===== src/rtl/sig_extend.sv =====
// Registered two's-complement sign extension, IN_WIDTH -> OUT_WIDTH bits.
// Define SIG_EXTEND_PIPE2_EN to add a second output register (latency 2).
module sig_extend #(
  parameter int IN_WIDTH  = 16,
  parameter int OUT_WIDTH = 32
) (
  input  logic                 clk,
  input  logic                 reset,
  input  logic [IN_WIDTH-1:0]  reg_in,
  output logic [OUT_WIDTH-1:0] reg_out
);

  logic [OUT_WIDTH-1:0] ext_value;
  logic [OUT_WIDTH-1:0] stage1_reg;

  if (IN_WIDTH < 1 || OUT_WIDTH < IN_WIDTH) begin : g_bad_params
    $error("sig_extend: need IN_WIDTH >= 1 and OUT_WIDTH >= IN_WIDTH");
  end

  // A zero-width replication is illegal, so equal widths take the pass-through branch.
  if (OUT_WIDTH > IN_WIDTH) begin : g_extend
    assign ext_value = {{(OUT_WIDTH-IN_WIDTH){reg_in[IN_WIDTH-1]}}, reg_in};
  end else begin : g_pass
    assign ext_value = reg_in;
  end

  always_ff @(posedge clk or posedge reset) begin
    if (reset) begin
      stage1_reg <= '0;
    end else begin
      stage1_reg <= ext_value;
    end
  end

`ifdef SIG_EXTEND_PIPE2_EN
  logic [OUT_WIDTH-1:0] stage2_reg;

  always_ff @(posedge clk or posedge reset) begin
    if (reset) begin
      stage2_reg <= '0;
    end else begin
      stage2_reg <= stage1_reg;
    end
  end

  assign reg_out = stage2_reg;
`else
  assign reg_out = stage1_reg;
`endif

endmodule


===== config.mk =====
export PLATFORM = sky130hd
export DESIGN_NAME = sig_extend
export DESIGN_NICKNAME = d
export VERILOG_FILES = /design/src/rtl/sig_extend.sv
export SDC_FILE = /design/constraint.sdc
export NUM_CORES = 1
export LEC_CHECK = 0
export ABC_AREA = 1
export CELL_PAD_IN_SITES_DETAIL_PLACEMENT = 1
export CELL_PAD_IN_SITES_GLOBAL_PLACEMENT = 2
export CORE_MARGIN = 3
export CORE_UTILIZATION = 17
export DETAILED_ROUTE_END_ITERATION = 10
export PLACE_DENSITY_LB_ADDON = 0.05
export SLEW_MARGIN = 5
export SYNTH_ARGS = -nofsm -noshare
export SYNTH_HDL_FRONTEND = slang
export SYNTH_SLANG_ARGS = --single-unit

===== constraint.sdc =====
create_clock -name clk -period 1.77 [get_ports clk]
set_input_delay 0.177 -clock clk [delete_from_list [all_inputs] [get_ports clk]]
set_output_delay 0.177 -clock clk [all_outputs]
set_load 0.02 [all_outputs]

==> qor.csv <==
metric;value;unit
multi-input logic cell count;0;
largest net degree at the start of global routing;18;
Setup Viol. Count Final;0;
CP top delay family;buffers and inverters;
Final TNS setup;0;ps
drt first-iter violations;6;
outcome;complete, no violations;
end point of the critical path;reg_out[26];
Clock transition at path regs;90;ps
Die Wd;61.5;microns
Post-Syn Area;524;sq um
DP Cell Count;98;
Setup crit end kind;output pin;
Synth top area share;0.764;
# rows;19;
critical path's slowest cell;clkdlybuf4s50_1;
yosys cell count;33;
DR vias/cell;3.50;
area of the multi-input gates;0;sq um
Slew @ Worst Pin;241;ps
-- how the worst min path moves through the flow --
stage               startpoint                    to  cells past startpoint
floorplan                reset  reg_out[0]$_DFF_PP0_                      1
global placement         reset  reg_out[8]$_DFF_PP0_                      3
detailed placement       reset  reg_out[3]$_DFF_PP0_                      3
CTS                      reset  reg_out[3]$_DFF_PP0_                      3
global route             reset  reg_out[3]$_DFF_PP0_                      3
finish                   reset  reg_out[9]$_DFF_PP0_                      3
-- routing by layer --
| layer | track usage | vias up | wire, microns |
|---|---|---|---|
| met3 | 0.0608 | 2 | 235 |
| li1 | - | 158 | - |
| met4 | 0.0273 | 0 | 10 |
| met5 | 0 | - | 0 |
| met2 | 0.106 | 36 | 600 |
| met1 | 0.0665 | 161 | 406 |
-- cells by family (layout without fill, tap and decap cells) --
kind of cell	after synthesis	after routing	share of synthesized area
flops	16	16	0.764
buf+inv	17	55	0.236
-- power by group --
group	total, uW	leakage (uW)	switching [uW]	internal (uW)
Clock	237	0.0000210	112	125
Sequential	393	0.000185	9.15	384
Combinational	170	0.000202	75.0	95.3
Total	800	0.000408	196	604
-- Yosys cell counts --
cell	instances
buf_4	16
inv_1	1
dfrtp_1	16
-- layout make-up --
| cell class | instances | area [sq um] |
|---|---|---|
| fill | 311 | 1870 |
| timing repair buffer | 50 | 498 |
| sequential | 16 | 402 |
| tap | 31 | 38.8 |
| clock buffer | 4 | 36.3 |
| inverter | 1 | 3.75 |
-- tightest hold or removal path: cells and delay by family --
kind	cells	cell delay, ps
buffers and inverters	3	670
-- through the flow --
stage                     power [uW]  cell area, sq um  setup slack [ps]   util  hold slack [ps]
after floorplan                  482               524               708      -             90.7
after global placement           573               941               322  0.330              506
after detailed placement         573               941               300  0.330              509
after CTS                        822               978               109  0.343              188
after global routing             849               978              38.2  0.343              226
final                            800               978               152  0.343              190
-- what timing repair did --
item / in CTS / in global routing
hold endpoints to repair: 0 / 0
setup endpoints to repair: 17 / 0
resized: 1 / 0
==> images/met1.png <==
The bar under the picture is 20 microns long. Supply wires on this layer in gray.
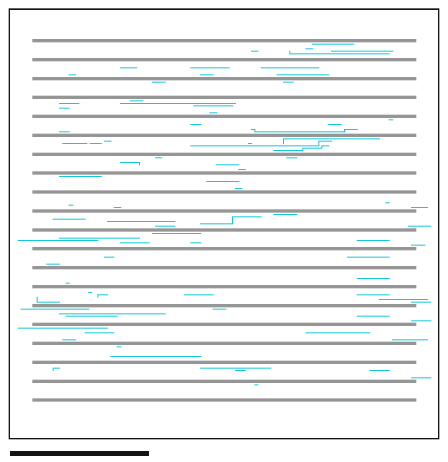
nets with wire on the layer: 60
share of all routed wire: 32%
longest straight run: 18.4 microns

==> images/met2.png <==
Cells faint in the background.
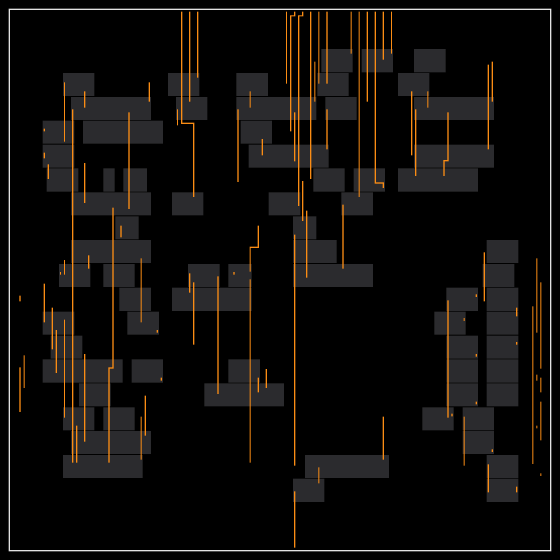
wire length on this layer: 601 microns
main direction: vertical
nets with wire on the layer: 80
longest straight run: 40.1 microns
share of all routed wire: 48%

==> images/met3.png <==
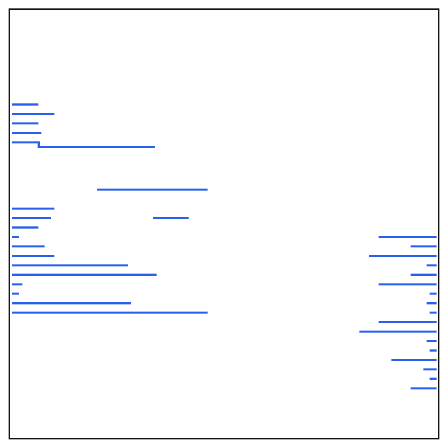
wire length on this layer: 235 microns
main direction: horizontal
nets with wire on the layer: 35

==> images/wire_density.png <==
The die is cut into 12 by 12 equal tiles; dark blue is low, red is high, scaled to the fullest tile. Values are wire area over tile area, all layers added.
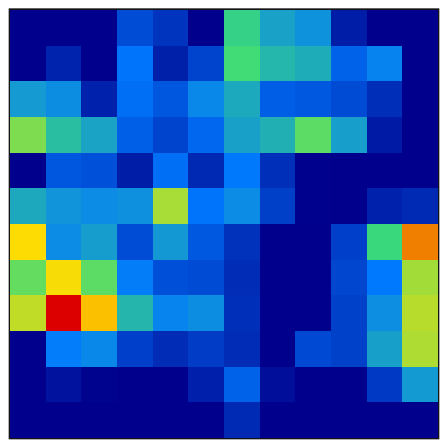
densest ninth of the die: left middle
mean over tiles: 0.059
emptiest ninth of the die: bottom middle
fullest tile: 0.30
nearly empty tiles: 30%

==> images/final_congestion.png <==
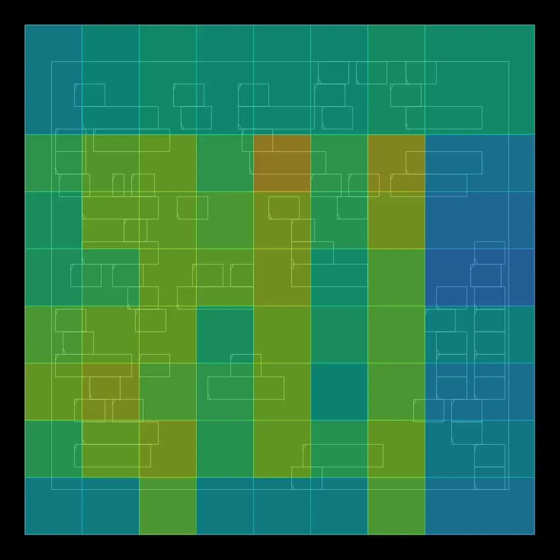
post-layout util: 0.343
layer with the highest usage: met2
grt met2 use: 0.106
Routed WL per cell: 12.3 microns
GRT met3 Usage: 0.0608

Power and IR drop assume default switching activity.
